--- src/rtl/bus_sel_pkg.sv ---
// Shared definitions for the fd -> FIFO bus-select crossbar arbiter.
package bus_sel_pkg;

  localparam int unsigned DEF_PORT_NUM = 8;
  localparam int unsigned DEF_MAX_HOLD = 1024;
  localparam int unsigned DEF_HOLD_W   = 11;

  typedef enum logic {
    IDLE = 1'b0,
    LOCK = 1'b1
  } colState_e;

  // Bit position of "fd x requests / is granted fifo y" in the fd-side vectors.
  function automatic int unsigned fdBit(input int unsigned x, input int unsigned y,
                                        input int unsigned n);
    return x * n + y;
  endfunction

  // Bit position of "fifo y is connected to fd x" in the FIFO-side vector.
  function automatic int unsigned fifoBit(input int unsigned y, input int unsigned x,
                                          input int unsigned n);
    return y * n + x;
  endfunction

endpackage

--- src/rtl/bus_sel_xbar_arbiter_if.sv ---
// Request/grant bundle between the frame decoders, the FIFOs and the arbiter.
interface bus_sel_xbar_arbiter_if
  import bus_sel_pkg::*;
#(
  parameter int unsigned PORT_NUM = DEF_PORT_NUM
);

  logic [PORT_NUM*PORT_NUM-1:0] fd_req;
  logic [PORT_NUM-1:0]          fd_last;
  logic [PORT_NUM-1:0]          fifo_ready;
  logic [PORT_NUM*PORT_NUM-1:0] fifo_bus_sel;
  logic [PORT_NUM*PORT_NUM-1:0] fd_grant;
  logic [PORT_NUM-1:0]          err_multi_req;
  logic [PORT_NUM-1:0]          timeout;

  modport master (
    output fd_req, fd_last, fifo_ready,
    input  fifo_bus_sel, fd_grant, err_multi_req, timeout
  );

  modport slave (
    input  fd_req, fd_last, fifo_ready,
    output fifo_bus_sel, fd_grant, err_multi_req, timeout
  );

endinterface

--- src/rtl/bus_sel_rr_arb.sv ---
// One FIFO column: round-robin pick among qualified fds, then lock the grant
// until the owner finishes, aborts, or overstays MAX_HOLD cycles.
module bus_sel_rr_arb
  import bus_sel_pkg::*;
#(
  parameter int unsigned PORT_NUM = DEF_PORT_NUM,
  parameter int unsigned MAX_HOLD = DEF_MAX_HOLD,
  parameter int unsigned HOLD_W   = DEF_HOLD_W
) (
  input  logic                clk,
  input  logic                rst_n,
  input  logic [PORT_NUM-1:0] req_i,
  input  logic [PORT_NUM-1:0] rawReq_i,
  input  logic [PORT_NUM-1:0] last_i,
  input  logic                ready_i,
  output logic [PORT_NUM-1:0] grant_o,
  output logic                timeout_o
);

  localparam int unsigned PTR_W = (PORT_NUM > 1) ? $clog2(PORT_NUM) : 1;
  localparam logic [HOLD_W-1:0] HOLD_LIMIT = HOLD_W'(MAX_HOLD - 1);
  localparam logic [HOLD_W-1:0] HOLD_SAT   = '1;
  localparam logic [PTR_W-1:0]  PTR_LAST   = PTR_W'(PORT_NUM - 1);
  localparam logic [PTR_W:0]    PTR_WRAP   = (PTR_W+1)'(PORT_NUM);

  colState_e           state_q, state_d;
  logic [PORT_NUM-1:0] grant_q, grant_d;
  logic [PTR_W-1:0]    ptr_q, ptr_d;
  logic [HOLD_W-1:0]   holdCnt_q, holdCnt_d;
  logic                timeout_q, timeout_d;

  logic [2*PORT_NUM-1:0] dblReq;
  logic [PORT_NUM-1:0]   rotReq;
  logic                  winFound;
  logic [PTR_W-1:0]      winIdx;
  logic [PTR_W:0]        winSum;
  logic                  ownerLast;
  logic                  ownerReq;

  assign dblReq    = {req_i, req_i} >> ptr_q;
  assign rotReq    = dblReq[PORT_NUM-1:0];
  assign ownerLast = |(grant_q & last_i);
  assign ownerReq  = |(grant_q & rawReq_i);

  // Find the first qualified requester at or after the pointer, wrapping.
  always_comb begin
    winFound = 1'b0;
    winIdx   = '0;
    winSum   = '0;
    for (int i = 0; i < PORT_NUM; i++) begin
      if (!winFound && rotReq[i]) begin
        winFound = 1'b1;
        winSum   = {1'b0, ptr_q} + (PTR_W+1)'(i);
        if (winSum >= PTR_WRAP) begin
          winSum = winSum - PTR_WRAP;
        end
        winIdx = winSum[PTR_W-1:0];
      end
    end
  end

  // Column next-state: arbitrate in IDLE, hold and watch for release in LOCK.
  always_comb begin
    state_d   = state_q;
    grant_d   = grant_q;
    ptr_d     = ptr_q;
    holdCnt_d = holdCnt_q;
    timeout_d = 1'b0;
    unique case (state_q)
      IDLE: begin
        grant_d = '0;
        if (ready_i && winFound) begin
          grant_d   = PORT_NUM'(1) << winIdx;
          ptr_d     = (winIdx == PTR_LAST) ? '0 : winIdx + PTR_W'(1);
          holdCnt_d = '0;
          state_d   = LOCK;
        end
      end
      LOCK: begin
        if (ownerLast || !ownerReq) begin
          grant_d   = '0;
          holdCnt_d = '0;
          state_d   = IDLE;
        end else if (holdCnt_q == HOLD_LIMIT) begin
          grant_d   = '0;
          holdCnt_d = '0;
          timeout_d = 1'b1;
          state_d   = IDLE;
        end else if (holdCnt_q != HOLD_SAT) begin
          holdCnt_d = holdCnt_q + HOLD_W'(1);
        end
      end
      default: begin
        grant_d = '0;
        state_d = IDLE;
      end
    endcase
  end

  // Column state, grant, pointer and hold counter registers.
  always_ff @(posedge clk or negedge rst_n) begin
    if (!rst_n) begin
      state_q   <= IDLE;
      grant_q   <= '0;
      ptr_q     <= '0;
      holdCnt_q <= '0;
      timeout_q <= 1'b0;
    end else begin
      state_q   <= state_d;
      grant_q   <= grant_d;
      ptr_q     <= ptr_d;
      holdCnt_q <= holdCnt_d;
      timeout_q <= timeout_d;
    end
  end

  assign grant_o   = grant_q;
  assign timeout_o = timeout_q;

endmodule

--- src/rtl/bus_sel_xbar_arbiter.sv ---
// Square fd -> FIFO crossbar arbiter: qualifies fd requests, runs one
// round-robin column per FIFO and drives the grants both ways round.
module bus_sel_xbar_arbiter
  import bus_sel_pkg::*;
#(
  parameter int unsigned PORT_NUM = DEF_PORT_NUM,
  parameter int unsigned MAX_HOLD = DEF_MAX_HOLD,
  parameter int unsigned HOLD_W   = DEF_HOLD_W
) (
  input logic                   clk,
  input logic                   rst_n,
  bus_sel_xbar_arbiter_if.slave bus
);

  logic [PORT_NUM-1:0] rowReq   [PORT_NUM];
  logic [PORT_NUM-1:0] colReq   [PORT_NUM];
  logic [PORT_NUM-1:0] colRaw   [PORT_NUM];
  logic [PORT_NUM-1:0] colGrant [PORT_NUM];
  logic [PORT_NUM-1:0] colTimeout;
  logic [PORT_NUM-1:0] multiHot;
  logic [PORT_NUM-1:0] busy;
  logic [PORT_NUM-1:0] errMulti_q, errMulti_d;

  for (genvar x = 0; x < PORT_NUM; x++) begin : g_row
    assign rowReq[x]   = bus.fd_req[fdBit(x, 0, PORT_NUM) +: PORT_NUM];
    assign multiHot[x] = |(rowReq[x] & (rowReq[x] - PORT_NUM'(1)));
  end

  // An fd already owning any column is kept out of every other column.
  always_comb begin
    busy = '0;
    for (int y = 0; y < PORT_NUM; y++) begin
      busy = busy | colGrant[y];
    end
  end

  // Transpose rows into per-column request vectors, dropping multi-hot and busy fds.
  always_comb begin
    colReq = '{default: '0};
    colRaw = '{default: '0};
    for (int y = 0; y < PORT_NUM; y++) begin
      for (int x = 0; x < PORT_NUM; x++) begin
        colRaw[y][x] = rowReq[x][y];
        colReq[y][x] = rowReq[x][y] & ~multiHot[x] & ~busy[x];
      end
    end
  end

  for (genvar y = 0; y < PORT_NUM; y++) begin : g_col
    bus_sel_rr_arb #(
      .PORT_NUM (PORT_NUM),
      .MAX_HOLD (MAX_HOLD),
      .HOLD_W   (HOLD_W)
    ) u_arb (
      .clk       (clk),
      .rst_n     (rst_n),
      .req_i     (colReq[y]),
      .rawReq_i  (colRaw[y]),
      .last_i    (bus.fd_last),
      .ready_i   (bus.fifo_ready[y]),
      .grant_o   (colGrant[y]),
      .timeout_o (colTimeout[y])
    );

    for (genvar x = 0; x < PORT_NUM; x++) begin : g_map
      assign bus.fifo_bus_sel[fifoBit(y, x, PORT_NUM)] = colGrant[y][x];
      assign bus.fd_grant[fdBit(x, y, PORT_NUM)]       = colGrant[y][x];
    end
  end

  assign errMulti_d = multiHot;

  // Flag a malformed multi-hot request one cycle after it is seen.
  always_ff @(posedge clk or negedge rst_n) begin
    if (!rst_n) begin
      errMulti_q <= '0;
    end else begin
      errMulti_q <= errMulti_d;
    end
  end

  assign bus.err_multi_req = errMulti_q;
  assign bus.timeout       = colTimeout;

endmodule

--- src/flat_wrapper.sv ---
// flat-port wrapper written by rule: the top's interface ports become plain ports
module bus_sel_xbar_arbiter_flat import bus_sel_pkg::*;
#(
  parameter int unsigned PORT_NUM = DEF_PORT_NUM,
  parameter int unsigned MAX_HOLD = DEF_MAX_HOLD,
  parameter int unsigned HOLD_W   = DEF_HOLD_W
)
  (clk, rst_n, bus_fd_req, bus_fd_last, bus_fifo_ready, bus_fifo_bus_sel, bus_fd_grant, bus_err_multi_req, bus_timeout);
  bus_sel_xbar_arbiter_if #(.PORT_NUM(PORT_NUM)) bus_i ();
  input logic clk;
  input logic rst_n;
  input wire logic [$bits(bus_i.fd_req)-1:0] bus_fd_req;
  input wire logic [$bits(bus_i.fd_last)-1:0] bus_fd_last;
  input wire logic [$bits(bus_i.fifo_ready)-1:0] bus_fifo_ready;
  output wire logic [$bits(bus_i.fifo_bus_sel)-1:0] bus_fifo_bus_sel;
  output wire logic [$bits(bus_i.fd_grant)-1:0] bus_fd_grant;
  output wire logic [$bits(bus_i.err_multi_req)-1:0] bus_err_multi_req;
  output wire logic [$bits(bus_i.timeout)-1:0] bus_timeout;
  assign bus_i.fd_req = bus_fd_req;
  assign bus_i.fd_last = bus_fd_last;
  assign bus_i.fifo_ready = bus_fifo_ready;
  assign bus_fifo_bus_sel = bus_i.fifo_bus_sel;
  assign bus_fd_grant = bus_i.fd_grant;
  assign bus_err_multi_req = bus_i.err_multi_req;
  assign bus_timeout = bus_i.timeout;
  bus_sel_xbar_arbiter #(.PORT_NUM(PORT_NUM), .MAX_HOLD(MAX_HOLD), .HOLD_W(HOLD_W)) u_core (.clk(clk), .rst_n(rst_n), .bus(bus_i));
endmodule
--- config.mk ---
export PLATFORM = sky130hd
export DESIGN_NAME = bus_sel_xbar_arbiter_flat
export DESIGN_NICKNAME = d
export VERILOG_FILES = /design/src/rtl/bus_sel_pkg.sv /design/src/rtl/bus_sel_xbar_arbiter_if.sv /design/src/rtl/bus_sel_rr_arb.sv /design/src/rtl/bus_sel_xbar_arbiter.sv /design/src/flat_wrapper.sv
export SDC_FILE = /design/constraint.sdc
export NUM_CORES = 1
export LEC_CHECK = 0
export CELL_PAD_IN_SITES_DETAIL_PLACEMENT = 1
export CELL_PAD_IN_SITES_GLOBAL_PLACEMENT = 2
export CORE_MARGIN = 2
export CORE_UTILIZATION = 36
export CTS_BUF_LIST = sky130_fd_sc_hd__clkbuf_8
export CTS_CLUSTER_DIAMETER = 60
export DETAILED_ROUTE_END_ITERATION = 16
export PLACE_DENSITY_LB_ADDON = 0.12
export REMOVE_ABC_BUFFERS = 1
export SLEW_MARGIN = 20
export SYNTH_ARGS = -nofsm -noshare
export SYNTH_HDL_FRONTEND = slang
export SYNTH_SLANG_ARGS = --single-unit
export TNS_END_PERCENT = 50
--- constraint.sdc ---
create_clock -name clk -period 5.1 [get_ports clk]
set_input_delay 1.275 -clock clk [delete_from_list [all_inputs] [get_ports clk]]
set_output_delay 1.275 -clock clk [all_outputs]
set_load 0.02 [all_outputs]
### Pin placement, run 1

Scale: 2 px per um. Pins as bars across the die edge, other pins in grey.
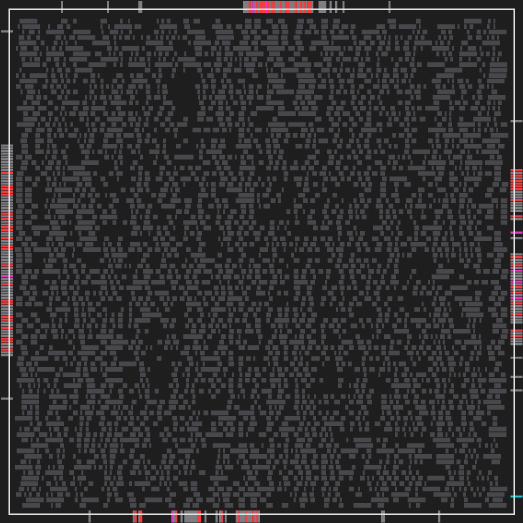
- cyan: `rst_n` (pins 1; direction input; edge right)
- red: `bus_fifo_bus_sel` (pins 64; direction output; edge 22 left, 16 top, 16 right, 10 bottom)
- magenta: `bus_err_multi_req` (pins 8; direction output; edge 4 right, 2 top, 1 bottom, 1 left)
- all pins by edge: 80 left, 57 right, 50 top, 39 bottom
IO Port Bufs: 225
Die H: 251.7 um
chip width: 251.7 um

### Signal metal coverage by tile, run 1

Scale: 1.5 px per um. The die is cut into 25 by 25 equal tiles; dark blue is low, red is high, scaled to the fullest tile. Values are wire area over tile area, all layers added.
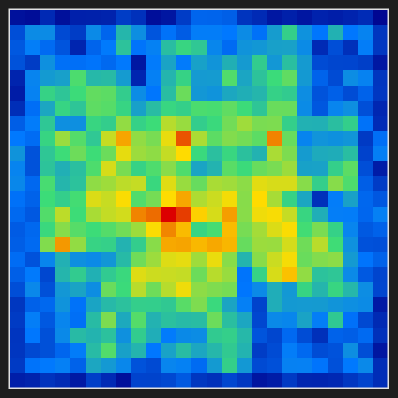
- mean over tiles: 0.32
- tiles over half the peak: 28%
- nearly empty tiles: 0.20%
- fullest tile: 0.85
- densest ninth of the die: middle
GR Util All Layers: 0.3716
Detailed Route WL: 120,700 um

==> metrics.cfg, run 1 <==
[cells_and_area]
fin_util=0.5155
seq_area_sq_mm=0.005005
drive_gt1_frac=0.3023
seq_share=0.1606
mi_logic_area_sq_mm=0.01569
inverters_excl_clock=95
regMostFlops=u_core.g_col.u_arb.holdCnt_q
fin_cells=4371
stdcell_area_sq_mm=0.03117
fillCellCount=7284
bufAreaShareNonClock=0.2807
final_cell_mix=838 x buf_4, 237 x nand2_1, 214 x clkdlybuf4s50_1
clockBufferCount=17
diodes=7
layout.nets=3724
clkCellAreaFrac=0.01188
sh_comb_area=0.5034
synthToLayoutAreaGrowth_pct=41.06
comb_cells=2184
dominant_cells=logic gates
largest_reg_flops=88
flops=200

[yosys]
synth-edff-count=0
ys_sh_aoi=0.3284
syn_avg_cell_area_sq_um=8.097
async_reset_ff_frac=1.000
synth.area.mux_share=0.06138
top_cell_area_share=0.2265
largest_area_cell=dfrtp_1
ys_seq_frac=0.2265
synthSimpleGateAreaFrac=0.2505
yosys_area_sq_mm=0.02210
synth.distinct_cells=122
syn_area_sq_mm=0.02210
ys_top_cells_by_count=237 x nand2_1, 200 x dfrtp_1, 188 x nor2_1
synthAdderAreaFrac=0.04077
ys_ff=200
synthXorXnorAreaFrac=0.01586
ys_cells=2729
synth_cells=2729

[outcome]
status=finished clean

[clock_tree]
cts_sinks=200
clock_path_buffers=2
numCtsBuffers=17
root_buffer=clkbuf_8
htree_num_levels=4
insertion_delay_ns=0.62
ctsResizeCount=5
cts_tree=done
clk_pin_slew_ns=0.12
cts_setup_buffers=1

[pwr]
p_int_mw=7.332
seqPwrFrac=0.160
pg_clk_mw=1.10
ir_worst_vdd_uv=425.6
p_per_area_mw_per_mm2=499.6
clkPwrFrac=0.071
swShare=0.5292
maxPowerGroup=combinational cells
power_leakage_nw=13.87
pwr-share-comb=0.769
comb-power_mw=12.0
p_sw_mw=8.242

[global_routing]
grt-ovfl-total=0
grt_max_degree=80
grt_pass1_vias=28500
grt_first_pass_wirelength_um=179100
busiest_layer=met2

[worst_setup_path]
rr_startpoint=u_core.g_col[1].u_arb.grant_o[3]
r2r_end=u_core.g_col[2].u_arb.ptr_q[2]
cp-end-kind=register
rrSetupSlack_ns=0.43
start_kind=input port
crit_fanout=6
reg2reg_depth=15
crit_family=AND-OR/OR-AND gates
cp_slowest_cell=clkdlybuf4s50_1
cp.required_ns=5.58
slowest_delay_ns=0.59
path_depth=18
worstPathCellList=clkdlybuf4s50_1 -> a22oi_2 -> nand4_1 -> buf_4 -> buf_12 -> a21oi_2 -> buf_4 -> a311o_1 -> a211oi_1 -> o2bb2a_2 -> nand3b_1 -> inv_1 -> or3_1 -> a22o_1 -> ha_1 -> ha_1 -> nand2_1 -> o21ai_0
startpoint=bus_fd_req[21]
crit_end=u_core.g_col[3].u_arb.ptr_q[2]
worst_ep_arrival_time_ns=5.58
crit_buf_inv=5

[die]
core_area_sq_mm=0.06047
tapCellCount=782
rows=90
fp-utilization=0.3654
boundaryPins=226
die-area_sq_mm=0.06338

[flow_run]
maxCapViolations=0

[worst_hold_path]
min_from=u_core.g_col[2].u_arb.holdCnt_q[10]
whs_endpoint=u_core.g_col[2].u_arb.timeout_o
min_path_type=reg -> reg
holdPathStages=1

[timing]
min_period_ns=5.095
fin_ws_ns=0.005054
slew_violations=0
slew_headroom=0.2496
skew_ns=0.03097
max_freq_mhz=196.3
worstMarginPinSlew_ns=1.122
period_used_share=0.9990
hold_viol_final=0
whs_ns=0.4795

[detailed_routing]
wl_per_cell_um=27.61
drtPass1Iterations=6
wl_met2_um=54230
drt_iter0_markers=2774
routed-wl-met3_um=10500
drc_errors=0
ant_nets=0
viasPerCell=6.405
routed.top_layer=met5

[placed_design]
place_area_sq_mm=0.03039
dp_hpwl_um=97780
dpl_worst_slack_ns=-0.8369
dp.cells=4322
gp_congestion=1.052

### Metal 3, run 1

Scale: 2 px per um.
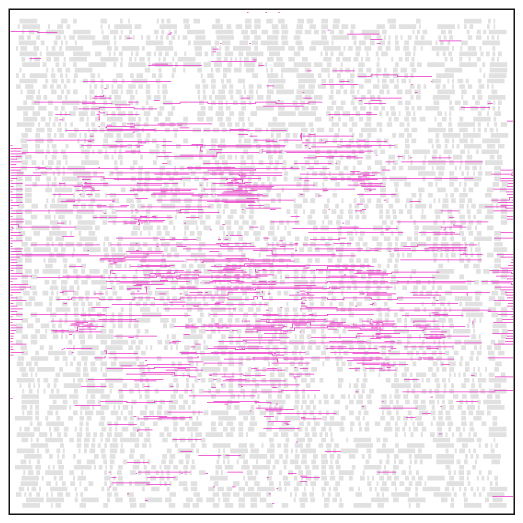
- share of all routed wire: 8.7%
- main direction: horizontal
- longest straight run: 117 um
- wire length on this layer: 10,500 um
- nets with wire on the layer: 567
DR vias: 28,000
met3 Use GR: 0.08336

### Metal 2, run 1

Scale: 2 px per um.
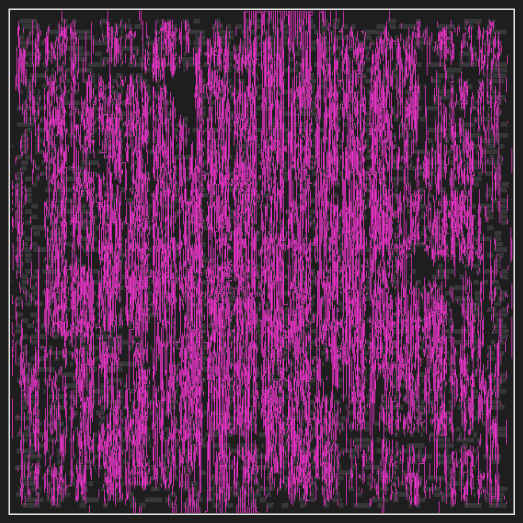
- wire length on this layer: 54.2 mm
- longest straight run: 81.6 um
GR Util met2: 0.5903

### Track usage over the die, run 1

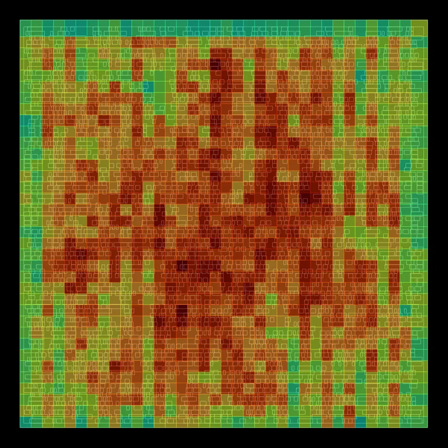

==> run 2, diff against run 1 <==
CAP_MARGIN = 5   (was unset)
SKIP_CTS_REPAIR_TIMING = 1   (was unset)
### Track usage over the die, run 2

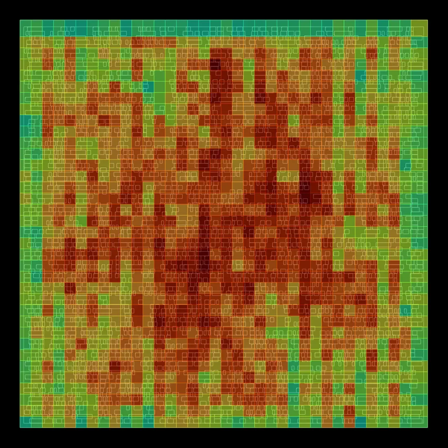
most used routing layer: met2
GR Util met2: 0.5876
met1 usage: 0.4732
fin util: 0.5152

==> metrics.cfg, run 2 <==
[worst_hold_path]
min_path_type=reg -> reg
whs_endpoint=u_core.g_col[2].u_arb.timeout_o
min_from=u_core.g_col[2].u_arb.holdCnt_q[10]
holdPathStages=1  ; unchanged

[global_routing]
grt-ovfl-total=0  ; unchanged
grt_use_met3=0.08429  ; +0.0009285
grt_first_pass_wirelength_um=179000  ; about the same
track_usage=0.3712  ; -0.0003992
grt_max_degree=80  ; unchanged
grt_pass1_vias=28470  ; -0.088%
grt_antenna_before_repair=6

[die]
core_area_sq_mm=0.06047  ; unchanged
tapCellCount=782  ; unchanged
die_h_um=251.7  ; unchanged
die-area_sq_mm=0.06338  ; unchanged
fp-utilization=0.3654  ; unchanged
rows=90  ; unchanged
boundaryPins=226  ; unchanged
fp.dieW_um=251.7  ; unchanged

[clock_tree]
numCtsBuffers=17  ; unchanged
cts_sinks=200  ; unchanged
root_buffer=clkbuf_8
clk_pin_slew_ns=0.12  ; about the same
htree_num_levels=4  ; unchanged
insertion_delay_ns=0.62  ; about the same
cts_tree=done
clock_path_buffers=2  ; unchanged

[timing]
slew_headroom=0.2411  ; -0.008509
min_period_ns=5.145  ; +0.04990 ns
fin_ws_ns=-0.04485  ; -0.04990 ns
setup_viol=2
hold_viol_final=0  ; unchanged
max_freq_mhz=194.4  ; -0.97%
skew_ns=0.03264  ; +0.001673 ns
slew_violations=0  ; unchanged
whs_ns=0.4796  ; +0.0001170 ns
period_used_share=1.009  ; +0.009785
worstMarginPinSlew_ns=1.135  ; +0.01272 ns

[placed_design]
dpl_worst_slack_ns=-0.8369  ; unchanged
dp_hpwl_um=97780  ; unchanged
place_area_sq_mm=0.03039  ; unchanged
port_buffers=225  ; unchanged
gp_congestion=1.052  ; unchanged
dp.cells=4322  ; unchanged

[cells_and_area]
comb_cells=2184  ; unchanged
sh_comb_area=0.5034  ; about the same
layout.nets=3722  ; -0.054%
inverters_excl_clock=95  ; unchanged
nNonClkBuffers=1070
fillCellCount=7276  ; -0.11%
seq_share=0.1606  ; about the same
lay_top_count=buf_4
seq_area_sq_mm=0.005005  ; unchanged
bufAreaShareNonClock=0.2805  ; about the same
clkCellAreaFrac=0.01189  ; about the same
diodes=8  ; +1
dominant_cells=logic gates
clockBufferCount=17  ; unchanged
stdcell_area_sq_mm=0.03116  ; about the same
regMostFlops=u_core.g_col.u_arb.holdCnt_q
largest_reg_flops=88  ; unchanged
mi_logic_area_sq_mm=0.01568  ; about the same
flops=200  ; unchanged
fin_cells=4370  ; -0.023%
final_cell_mix=836 x buf_4, 237 x nand2_1, 213 x clkdlybuf4s50_1
synthToLayoutAreaGrowth_pct=41.01  ; about the same
drive_gt1_frac=0.3020  ; -0.0003898

[pwr]
p_sw_mw=8.239  ; about the same
p_per_area_mw_per_mm2=499.6  ; about the same
clkPwrFrac=0.071  ; about the same
power_leakage_nw=13.86  ; about the same
pwr-share-comb=0.769  ; about the same
swShare=0.5292  ; about the same
p_int_mw=7.328  ; about the same
powerSeq_mw=2.50
maxPowerGroup=combinational cells
seqPwrFrac=0.161  ; about the same
pg_clk_mw=1.10  ; about the same
ir_worst_vdd_uv=426.4  ; +0.19%
comb-power_mw=12.0  ; about the same

[yosys]
syn_area_sq_mm=0.02210  ; unchanged
synth.area.mux_share=0.06138  ; unchanged
ys_seq_frac=0.2265  ; unchanged
top_cell_area_share=0.2265  ; unchanged
syn_avg_cell_area_sq_um=8.097  ; unchanged
synth.distinct_cells=122  ; unchanged
yosys_area_sq_mm=0.02210  ; unchanged
synth-edff-count=0  ; unchanged
synthXorXnorAreaFrac=0.01586  ; unchanged
async_reset_ff_frac=1.000  ; unchanged
largest_area_cell=dfrtp_1
synth_cells=2729  ; unchanged
synthAdderAreaFrac=0.04077  ; unchanged
area_leaders=dfrtp_1 23%, ha_1 4.1%, nand2_1 4.0%
ys_ff=200  ; unchanged
ys_cells=2729  ; unchanged
synthSimpleGateAreaFrac=0.2505  ; unchanged
ys_top_cells_by_count=237 x nand2_1, 200 x dfrtp_1, 188 x nor2_1
ys_sh_aoi=0.3284  ; unchanged

[detailed_routing]
wl_per_cell_um=27.61  ; about the same
routed.top_layer=met5
drtPass1Iterations=6  ; unchanged
wl_met2_um=54160  ; -0.14%
viasPerCell=6.421  ; +0.25%
routed-wl-met3_um=10540  ; +0.37%
drt_iter0_markers=2641  ; -4.8%
routed_wl_um=120700  ; about the same
vias=28060  ; +0.23%
ant_nets=0  ; unchanged
drc_errors=0  ; unchanged

[worst_setup_path]
slowest_delay_ns=0.61  ; +0.02 ns
crit_family=AND-OR/OR-AND gates
cp.required_ns=5.58  ; about the same
reg2reg_depth=14  ; -1
cp-end-kind=register
worstPathCellList=clkdlybuf4s50_1 -> a22oi_2 -> nand4_1 -> buf_4 -> buf_12 -> a21oi_2 -> buf_4 -> a311o_1 -> a211oi_1 -> o2bb2a_2 -> nand3b_1 -> inv_1 -> or3_1 -> a22o_1 -> ha_1 -> ha_1 -> nand2_1 -> o21ai_0
cp_slowest_cell=clkdlybuf4s50_1
start_kind=input port
worst_ep_arrival_time_ns=5.63  ; +0.05 ns
crit_buf_inv=5  ; unchanged
startpoint=bus_fd_req[21]
crit_fanout=6  ; unchanged
rrSetupSlack_ns=0.40  ; -0.03 ns
r2r_end=u_core.g_col[3].u_arb.ptr_q[2]
rr_startpoint=u_core.g_col[4].u_arb.grant_o[5]
path_depth=18  ; unchanged
crit_end=u_core.g_col[3].u_arb.ptr_q[2]

[flow_run]
maxCapViolations=0  ; unchanged
warnings=67

[outcome]
status=finished, violations left
violations=setup timing

Power figures rest on the tool's default switching activity, not on a simulated workload.
